**Run 1: metal 1**

Scale bar: 50 um.
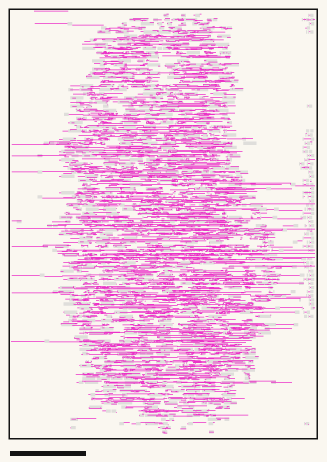
**Run 1: metal 2**

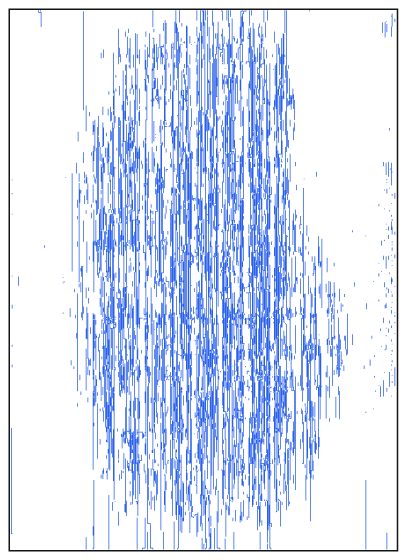
**Run 1: met3 routing**

Scale bar: 50 um.
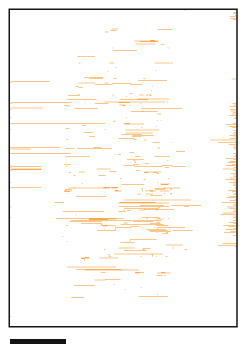
==> config.mk <==
export PLATFORM = sky130hd
export DESIGN_NAME = reorder_buffer_flat
export DESIGN_NICKNAME = d
export VERILOG_FILES = /design/src/rtl/reorder_buffer_if.sv /design/src/rtl/reorder_buffer.sv /design/src/flat_wrapper.sv
export SDC_FILE = /design/constraint.sdc
export NUM_CORES = 1
export LEC_CHECK = 0
export CORE_ASPECT_RATIO = 1.4
export CORE_UTILIZATION = 30
export CTS_CLUSTER_DIAMETER = 150
export DETAILED_ROUTE_END_ITERATION = 10
export GPL_TIMING_DRIVEN = 0
export HOLD_SLACK_MARGIN = 0.1
export MAX_ROUTING_LAYER = met4
export PLACE_DENSITY = 0.58
export SETUP_SLACK_MARGIN = 0.15
export SKIP_CTS_REPAIR_TIMING = 1
export SLEW_MARGIN = 30
export SYNTH_ARGS = -nofsm -noshare
export SYNTH_HDL_FRONTEND = slang
export SYNTH_SLANG_ARGS = --single-unit
export TNS_END_PERCENT = 100
==> constraint.sdc <==
create_clock -name clk -period 4.1 [get_ports clk]
set_clock_uncertainty 0.2 [all_clocks]
set_input_delay 0.82 -clock clk [delete_from_list [all_inputs] [get_ports clk]]
set_output_delay 0.82 -clock clk [all_outputs]
set_load 0.02 [all_outputs]
==> src/rtl/reorder_buffer_if.sv <==
// reorder_buffer_if: bundle between the issue/CDB/consumer side and the reorder buffer
// Signals:
//   flush, dispatch_valid, dispatch_rd       allocation and discard requests
//   dispatch_tag, full, empty                allocation status
//   cdb_valid, cdb_tag, cdb_data             result broadcast
//   commit_valid/we/rd/data/tag              registered retirement toward the register file
//   q1/q2_tag -> q1/q2_ready, q1/q2_data     operand lookup
// Modports: master = core side driving requests, slave = reorder buffer.
interface reorder_buffer_if #(
  parameter int ROB_S_BIT      = 3,
  parameter int REG_CARD_WIDTH = 5,
  parameter int DATA_WIDTH     = 32
);
  logic                      flush;
  logic                      dispatch_valid;
  logic [REG_CARD_WIDTH-1:0] dispatch_rd;
  logic [ROB_S_BIT-1:0]      dispatch_tag;
  logic                      full;
  logic                      empty;
  logic                      cdb_valid;
  logic [ROB_S_BIT-1:0]      cdb_tag;
  logic [DATA_WIDTH-1:0]     cdb_data;
  logic                      commit_valid;
  logic                      commit_we;
  logic [REG_CARD_WIDTH-1:0] commit_rd;
  logic [DATA_WIDTH-1:0]     commit_data;
  logic [ROB_S_BIT-1:0]      commit_tag;
  logic [ROB_S_BIT-1:0]      q1_tag, q2_tag;
  logic                      q1_ready, q2_ready;
  logic [DATA_WIDTH-1:0]     q1_data, q2_data;
  modport master (
    output flush, dispatch_valid, dispatch_rd, cdb_valid, cdb_tag, cdb_data, q1_tag, q2_tag,
    input  dispatch_tag, full, empty, commit_valid, commit_we, commit_rd, commit_data, commit_tag,
           q1_ready, q2_ready, q1_data, q2_data
  );
  modport slave (
    input  flush, dispatch_valid, dispatch_rd, cdb_valid, cdb_tag, cdb_data, q1_tag, q2_tag,
    output dispatch_tag, full, empty, commit_valid, commit_we, commit_rd, commit_data, commit_tag,
           q1_ready, q2_ready, q1_data, q2_data
  );
endinterface

==> src/rtl/reorder_buffer.sv <==
// reorder_buffer: circular in-order-retire buffer collecting CDB results ahead of the register file
// Ports:
//   clk   clock, all state updates on posedge
//   rst   asynchronous active-low reset
//   rob   reorder_buffer_if.slave: dispatch, CDB writeback, commit outputs, operand lookup
// Optional feature: define ROB_FORWARD_EN to enable operand lookup with combinational CDB
// bypass; otherwise q1/q2 ready/data are tied to zero.
module reorder_buffer #(
  parameter int ROB_S_BIT      = 3,
  parameter int REG_CARD_WIDTH = 5,
  parameter int DATA_WIDTH     = 32
) (
  input logic             clk,
  input logic             rst,
  reorder_buffer_if.slave rob
);
  localparam int N = 1 << ROB_S_BIT;
  logic [N-1:0]              valid_q, valid_d, ready_q, ready_d;
  logic [REG_CARD_WIDTH-1:0] rd_q [N];
  logic [REG_CARD_WIDTH-1:0] rd_d [N];
  logic [DATA_WIDTH-1:0]     data_q [N];
  logic [DATA_WIDTH-1:0]     data_d [N];
  logic [ROB_S_BIT-1:0]      head_q, head_d, tail_q, tail_d;
  logic [ROB_S_BIT:0]        count_q, count_d;
  logic                      cv_q, cv_d, cwe_q, cwe_d;
  logic [REG_CARD_WIDTH-1:0] crd_q, crd_d;
  logic [DATA_WIDTH-1:0]     cdata_q, cdata_d;
  logic [ROB_S_BIT-1:0]      ctag_q, ctag_d;
  logic                      acc_disp, acc_commit;
  // count never exceeds N, so its MSB alone marks a full buffer
  assign rob.full         = count_q[ROB_S_BIT];
  assign rob.empty        = count_q == '0;
  assign rob.dispatch_tag = tail_q;
  assign acc_disp   = rob.dispatch_valid && !rob.full && !rob.flush;
  assign acc_commit = valid_q[head_q] && ready_q[head_q] && !rob.flush;
  always_comb begin
    valid_d = valid_q;
    ready_d = ready_q;
    rd_d    = rd_q;
    data_d  = data_q;
    head_d  = head_q;
    tail_d  = tail_q;
    count_d = count_q + (ROB_S_BIT+1)'(acc_disp) - (ROB_S_BIT+1)'(acc_commit);
    cv_d    = acc_commit;
    cwe_d   = acc_commit && rd_q[head_q] != '0;
    crd_d   = acc_commit ? rd_q[head_q] : crd_q;
    cdata_d = acc_commit ? data_q[head_q] : cdata_q;
    ctag_d  = acc_commit ? head_q : ctag_q;
    if (rob.cdb_valid && valid_q[rob.cdb_tag]) begin
      data_d[rob.cdb_tag]  = rob.cdb_data;
      ready_d[rob.cdb_tag] = 1'b1;
    end
    if (acc_commit) begin
      valid_d[head_q] = 1'b0;
      head_d          = head_q + 1'b1;
    end
    // tail entry is never valid when dispatch is accepted, so a CDB hit cannot collide with it
    if (acc_disp) begin
      valid_d[tail_q] = 1'b1;
      ready_d[tail_q] = 1'b0;
      rd_d[tail_q]    = rob.dispatch_rd;
      tail_d          = tail_q + 1'b1;
    end
    if (rob.flush) begin
      valid_d = '0;
      ready_d = '0;
      head_d  = '0;
      tail_d  = '0;
      count_d = '0;
      cv_d    = 1'b0;
      cwe_d   = 1'b0;
      crd_d   = '0;
      cdata_d = '0;
      ctag_d  = '0;
    end
  end
  always_ff @(posedge clk or negedge rst) begin
    if (!rst) begin
      valid_q <= '0;
      ready_q <= '0;
      rd_q    <= '{default: '0};
      data_q  <= '{default: '0};
      head_q  <= '0;
      tail_q  <= '0;
      count_q <= '0;
      cv_q    <= 1'b0;
      cwe_q   <= 1'b0;
      crd_q   <= '0;
      cdata_q <= '0;
      ctag_q  <= '0;
    end else begin
      valid_q <= valid_d;
      ready_q <= ready_d;
      rd_q    <= rd_d;
      data_q  <= data_d;
      head_q  <= head_d;
      tail_q  <= tail_d;
      count_q <= count_d;
      cv_q    <= cv_d;
      cwe_q   <= cwe_d;
      crd_q   <= crd_d;
      cdata_q <= cdata_d;
      ctag_q  <= ctag_d;
    end
  end
  assign rob.commit_valid = cv_q;
  assign rob.commit_we    = cwe_q;
  assign rob.commit_rd    = crd_q;
  assign rob.commit_data  = cdata_q;
  assign rob.commit_tag   = ctag_q;
`ifdef ROB_FORWARD_EN
  logic byp1, byp2;
  assign byp1         = rob.cdb_valid && rob.cdb_tag == rob.q1_tag;
  assign byp2         = rob.cdb_valid && rob.cdb_tag == rob.q2_tag;
  assign rob.q1_ready = byp1 || (valid_q[rob.q1_tag] && ready_q[rob.q1_tag]);
  assign rob.q2_ready = byp2 || (valid_q[rob.q2_tag] && ready_q[rob.q2_tag]);
  assign rob.q1_data  = byp1 ? rob.cdb_data : data_q[rob.q1_tag];
  assign rob.q2_data  = byp2 ? rob.cdb_data : data_q[rob.q2_tag];
`else
  assign rob.q1_ready = 1'b0;
  assign rob.q2_ready = 1'b0;
  assign rob.q1_data  = '0;
  assign rob.q2_data  = '0;
`endif
endmodule

==> src/flat_wrapper.sv <==
// flat-port wrapper written by rule: the top's interface ports become plain ports
module reorder_buffer_flat 
#(
  parameter int ROB_S_BIT      = 3,
  parameter int REG_CARD_WIDTH = 5,
  parameter int DATA_WIDTH     = 32
)
  (clk, rst, rob_flush, rob_dispatch_valid, rob_dispatch_rd, rob_cdb_valid, rob_cdb_tag, rob_cdb_data, rob_q1_tag, rob_q2_tag, rob_dispatch_tag, rob_full, rob_empty, rob_commit_valid, rob_commit_we, rob_commit_rd, rob_commit_data, rob_commit_tag, rob_q1_ready, rob_q2_ready, rob_q1_data, rob_q2_data);
  reorder_buffer_if #(.ROB_S_BIT(ROB_S_BIT), .REG_CARD_WIDTH(REG_CARD_WIDTH), .DATA_WIDTH(DATA_WIDTH)) rob_i ();
  input logic clk;
  input logic rst;
  input wire logic [$bits(rob_i.flush)-1:0] rob_flush;
  input wire logic [$bits(rob_i.dispatch_valid)-1:0] rob_dispatch_valid;
  input wire logic [$bits(rob_i.dispatch_rd)-1:0] rob_dispatch_rd;
  input wire logic [$bits(rob_i.cdb_valid)-1:0] rob_cdb_valid;
  input wire logic [$bits(rob_i.cdb_tag)-1:0] rob_cdb_tag;
  input wire logic [$bits(rob_i.cdb_data)-1:0] rob_cdb_data;
  input wire logic [$bits(rob_i.q1_tag)-1:0] rob_q1_tag;
  input wire logic [$bits(rob_i.q2_tag)-1:0] rob_q2_tag;
  output wire logic [$bits(rob_i.dispatch_tag)-1:0] rob_dispatch_tag;
  output wire logic [$bits(rob_i.full)-1:0] rob_full;
  output wire logic [$bits(rob_i.empty)-1:0] rob_empty;
  output wire logic [$bits(rob_i.commit_valid)-1:0] rob_commit_valid;
  output wire logic [$bits(rob_i.commit_we)-1:0] rob_commit_we;
  output wire logic [$bits(rob_i.commit_rd)-1:0] rob_commit_rd;
  output wire logic [$bits(rob_i.commit_data)-1:0] rob_commit_data;
  output wire logic [$bits(rob_i.commit_tag)-1:0] rob_commit_tag;
  output wire logic [$bits(rob_i.q1_ready)-1:0] rob_q1_ready;
  output wire logic [$bits(rob_i.q2_ready)-1:0] rob_q2_ready;
  output wire logic [$bits(rob_i.q1_data)-1:0] rob_q1_data;
  output wire logic [$bits(rob_i.q2_data)-1:0] rob_q2_data;
  assign rob_i.flush = rob_flush;
  assign rob_i.dispatch_valid = rob_dispatch_valid;
  assign rob_i.dispatch_rd = rob_dispatch_rd;
  assign rob_i.cdb_valid = rob_cdb_valid;
  assign rob_i.cdb_tag = rob_cdb_tag;
  assign rob_i.cdb_data = rob_cdb_data;
  assign rob_i.q1_tag = rob_q1_tag;
  assign rob_i.q2_tag = rob_q2_tag;
  assign rob_dispatch_tag = rob_i.dispatch_tag;
  assign rob_full = rob_i.full;
  assign rob_empty = rob_i.empty;
  assign rob_commit_valid = rob_i.commit_valid;
  assign rob_commit_we = rob_i.commit_we;
  assign rob_commit_rd = rob_i.commit_rd;
  assign rob_commit_data = rob_i.commit_data;
  assign rob_commit_tag = rob_i.commit_tag;
  assign rob_q1_ready = rob_i.q1_ready;
  assign rob_q2_ready = rob_i.q2_ready;
  assign rob_q1_data = rob_i.q1_data;
  assign rob_q2_data = rob_i.q2_data;
  reorder_buffer #(.ROB_S_BIT(ROB_S_BIT), .REG_CARD_WIDTH(REG_CARD_WIDTH), .DATA_WIDTH(DATA_WIDTH)) u_core (.clk(clk), .rst(rst), .rob(rob_i));
endmodule
==> notes.md, run 1 <==
impl run done, here's what came out: status complete, no violations, DR pass1 iterations 5, design internal power 6.47 mW, yosys aoi share 0.0667, Top-area cell share 0.541, htree depth 2, mux share 0.215, crit path max fanout 10, # diodes 5, core area between 0.05 and 0.06 sq mm, Static Leak roughly 9.8 nW, CP delay by family, top buffers and inverters, cells in synth_stat.txt between 1k and 1.5k, Worst path slowest cell buf_2, Synth Area in XOR/XNOR 0.00208, vias per std cell approximately 5.0, yosys simple share 0.112, port bufs between 80 and 90, maxcap violations 0, RePlAce Congestion between 0.9 and 1, top cells, area dfrtp_1, mux2_2, nand2_1, buf_4, mux4_2, Initial Utilization 0.304, number of global-route vias before repair approximately 12k, clk root buf clkbuf_16, Gate Area 0.00702 sq mm, DRT iter0 DRCs 889, Logic pwr share 0.130, CTS sink cnt roughly 360, CP cell instances buf_2 -> buf_2 -> mux2_4 -> buf_2 -> nor2_1 -> ha_1 -> inv_1 -> ha_1 -> fa_1 -> nor2b_1, clk slew on worst S/H paths 0.07 ns, Flop area just over 0.009 sq mm, Core Rows 102, Crit path top cell by count buf_2, nonclk inv count 14, ys flops 364, CTS tree yes, count of library flops with an enable pin 0
About 'metal 1':
- share of all routed wire: 38%
- nets with wire on the layer: 1569

About 'metal 2':
- share of all routed wire: 50%
- longest straight run: 125 um
- main direction: vertical

About 'met3 routing':
- nets with wire on the layer: 227
- longest straight run: 84.4 um
- share of all routed wire: 6.2%
- main direction: horizontal
- wire length on this layer: 3360 um

-- run 1: Yosys cell counts (all sizes together), types with 2 or more instances --
cell / instances
a22oi: 23
nor3: 22
a31oi: 2
nand3b: 2
xnor2: 3
nand4: 4
a22o: 6
nand2b: 2
a21oi: 16
nand2: 327
ha: 7
mux2: 242
and2: 3
or3: 2
nor2: 77
nand4b: 3
and3: 2
dfrtp: 364
o22ai: 14
mux2i: 38
inv: 14
a311oi: 2
o41ai: 3
a211oi: 29
a221oi: 24
buf: 115
clkbuf: 45
nor2b: 14
mux4: 22
a221o: 6
o31ai: 2
nand3: 6
o21ai: 22
-- run 1: final timing paths --
check                                   start                    endpoint  slack, ns  depth (start not counted)
max                          u_core.head_q[1]           u_core.count_q[1]       0.56                         10
min reg2reg                u_core.data_q[204]          u_core.data_q[204]       0.27                          2
min in group asynchronous                 rst  u_core.rob.commit_data[15]       0.60                          2
max in group asynchronous                 rst           u_core.data_q[22]       1.83                          4
max reg2reg                  u_core.head_q[1]           u_core.count_q[1]       0.56                         10
min                        u_core.data_q[204]          u_core.data_q[204]       0.27                          2
-- run 1: power groups by stage --
stage	clock network, mW	registers, mW	logic, mW
2_1_floorplan	0	4.13	0.764
3_3_place_gp	0	4.16	1.09
3_5_place_dp	0	4.17	1.13
4_1_cts	3.47	4.10	1.13
5_1_grt	3.60	4.14	1.25
6_report	3.41	4.11	1.12
-- run 1: worst reg2reg max path: stages, from the launching register on --
cell and delay [ns]:
dfrtp_1 0.37, buf_2 0.38, buf_2 0.51, mux2_4 0.40, buf_2 0.34, nor2_1 0.08, ha_1 0.29, inv_1 0.04
ha_1 0.20, fa_1 0.44, nor2b_1 0.14
-- run 1: metrics by stage --
| stage | util | setup TNS (ns) | hold WS [ns] | cell area [sq um] | worst slack [ns] |
|---|---|---|---|---|---|
| final | 0.365 | 0 | 0.274 | 20200 | 0.563 |
| after global routing | 0.365 | 0 | 0.295 | 20200 | 0.360 |
| after CTS | 0.365 | 0 | 0.0108 | 20200 | 0.532 |
| after detailed placement | 0.343 | 0 | 0.260 | 19000 | 0.332 |
| after global placement | 0.341 | -4993.01 | 0.254 | 18900 | -13.75 |
| after floorplan | - | 0 | 0.240 | 17100 | 1.09 |
-- run 1: cells by family after synthesis --
kind of cell | Yosys count
multiplexers | 302
AND/OR/NAND/NOR | 467
flip-flops | 364
buffers and inverters | 174
AND-OR/OR-AND | 155
XOR/XNOR | 4
other | 1
adder cells (fa/ha/maj) | 8
-- run 1: state kept, by name, summed over array words and instances, names as in the netlist --
name / count
u_core.valid_q: 8
u_core.rob.commit_rd: 5
u_core.ready_q: 8
u_core.head_q: 3
u_core.rob.commit_we: 1
u_core.rob.commit_tag: 3
u_core.rob.commit_valid: 1
u_core.count_q: 4
u_core.rob.commit_data: 32
u_core.data_q: 256
u_core.rob.dispatch_tag: 3
u_core.rd_q: 40
-- run 1: per-layer routing --
metal,global-route usage,part of all wire,routed length [um]
met1,0.221,0.38,20800
met2,0.336,0.50,27100
met3,0.0305,0.061,3360
met5,-,0,0
met4,0.122,0.063,3420
==> run 2: changes to the inputs <==
- CORE_MARGIN: not set -> 8
- MAX_ROUTING_LAYER: met4 -> not set
- PLACE_DENSITY: 0.58 -> not set
- PLACE_DENSITY_LB_ADDON: not set -> 0.2
==> run 2 against run 1 <==
Routed wire length grew 6.5%. Sequential power about the same. Clock power is 6.5% higher. First-iteration DRC count decreased by 8.4%. Synthesized cell count unchanged. Power rose by 2.7%.
==> notes.md, run 2 <==
impl run done, here's what came out: met3 global-route usage 0.0301 (-0.000418), RR Endpoint u_core.count_q[1], Worst path slowest cell buf_2, largest reg by FF count u_core.data_q, clk slew on worst S/H paths 0.06 ns (about the same), CTS tree yes, stages on the worst setup path 10 (unchanged), last element of the critical path u_core.count_q[1], CP delay by family, top buffers and inverters, core area 0.0559 sq mm (+0.98%), DR pass1 iterations 6 (+1), Top-area cell share 0.541 (unchanged), Logic pwr share 0.128 (-0.002), clk root buf clkbuf_16, number of global-route vias before repair 12.7k (+2.1%), met1 Use GR 0.215 (-0.00582), CTS sink cnt 364 (unchanged), count of library flops with an enable pin 0 (unchanged), Static Leak 9.91 nW (+0.93%), status complete, no violations, Layout Utilization 0.364 (-0.000725), ys flops 364 (unchanged), hold_ws 0.273 ns (-0.00133 ns), DRT iter0 DRCs 814 (-8.4%), met2 Use GR 0.321 (-0.0147), worst setup margin 0.509 ns (-0.0541 ns), dpl ws 0.267 ns (-0.0651 ns), R2R depth 10 (unchanged), port bufs 89 (unchanged)
run 2: cell counts after synthesis:
No cell type changed its count.
run 2: power by group through the flow:
stage	Clock [mW]	Combinational, mW	Sequential, mW
2_1_floorplan	0	0.764	4.13
3_3_place_gp	0	1.10	4.16
3_5_place_dp	0	1.14	4.17
4_1_cts	3.70	1.15	4.10
5_1_grt	3.86	1.28	4.15
6_report	3.63	1.14	4.11
run 2: area by class of cell:
type	instances	area (sq um)	area share
diodes	4	10.0	0.000491
plain buffers	160	911	0.0447
inverters	14	52.6	0.00258
clock buffers	61	1200	0.0590
repair buffers	96	1050	0.0516
multi-input cells	1002	7020	0.345
flip-flops and latches	364	9110	0.447
clock inverters	8	93.8	0.00461
well taps	735	920	0.0451
run 2: kinds of logic after synthesis:
kind of cell / synth area share
buf+inv: 0.0570
mux: 0.215
compound gates: 0.0667
xor+xnor: 0.00208
fa+ha+maj: 0.00639
flops: 0.541
other cells: 0.000223
simple gates: 0.112
run 2: worst min path at each step:
stage	startpoint	endpoint	slack, ns	depth (start not counted)
after global placement	u_core.data_q[192]	u_core.data_q[192]	0.25	2
final	u_core.data_q[176]	u_core.data_q[176]	0.27	2
after CTS	rst	u_core.rob.commit_data[16]	-0.06	1
after detailed placement	u_core.data_q[204]	u_core.data_q[204]	0.26	2
after floorplan	u_core.data_q[198]	u_core.data_q[198]	0.24	2
after global routing	u_core.data_q[167]	u_core.data_q[167]	0.29	2
run 2: worst register-to-register path, stage by stage (launching register included):
cell and delay, ns:
dfrtp_1 0.37, buf_2 0.39, buf_2 0.51, mux2_4 0.41
buf_2 0.35, nor2_1 0.08, ha_1 0.29, inv_1 0.04
ha_1 0.20, fa_1 0.44, nor2b_1 0.14
run 2: stage by stage:
stage,TNS [ns],instance area [sq um]
2_1_floorplan,0,17100
3_3_place_gp,-5210.92,18900
3_5_place_dp,0,19100
4_1_cts,0,20400
5_1_grt,0,20400
6_report,0,20400
run 2: layer usage:
layer	vias to the layer above	wire (um)
li1	5418	-
met2	413	29300
met3	115	2930
met5	-	12
met1	6152	23400
met4	2	2640
**Run 2: met3 routing**

Scale bar: 50 um.
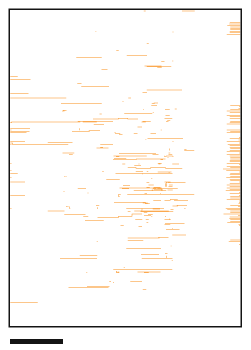
- nets with wire on the layer: 203
- main direction: horizontal

Power and IR drop assume default switching activity.
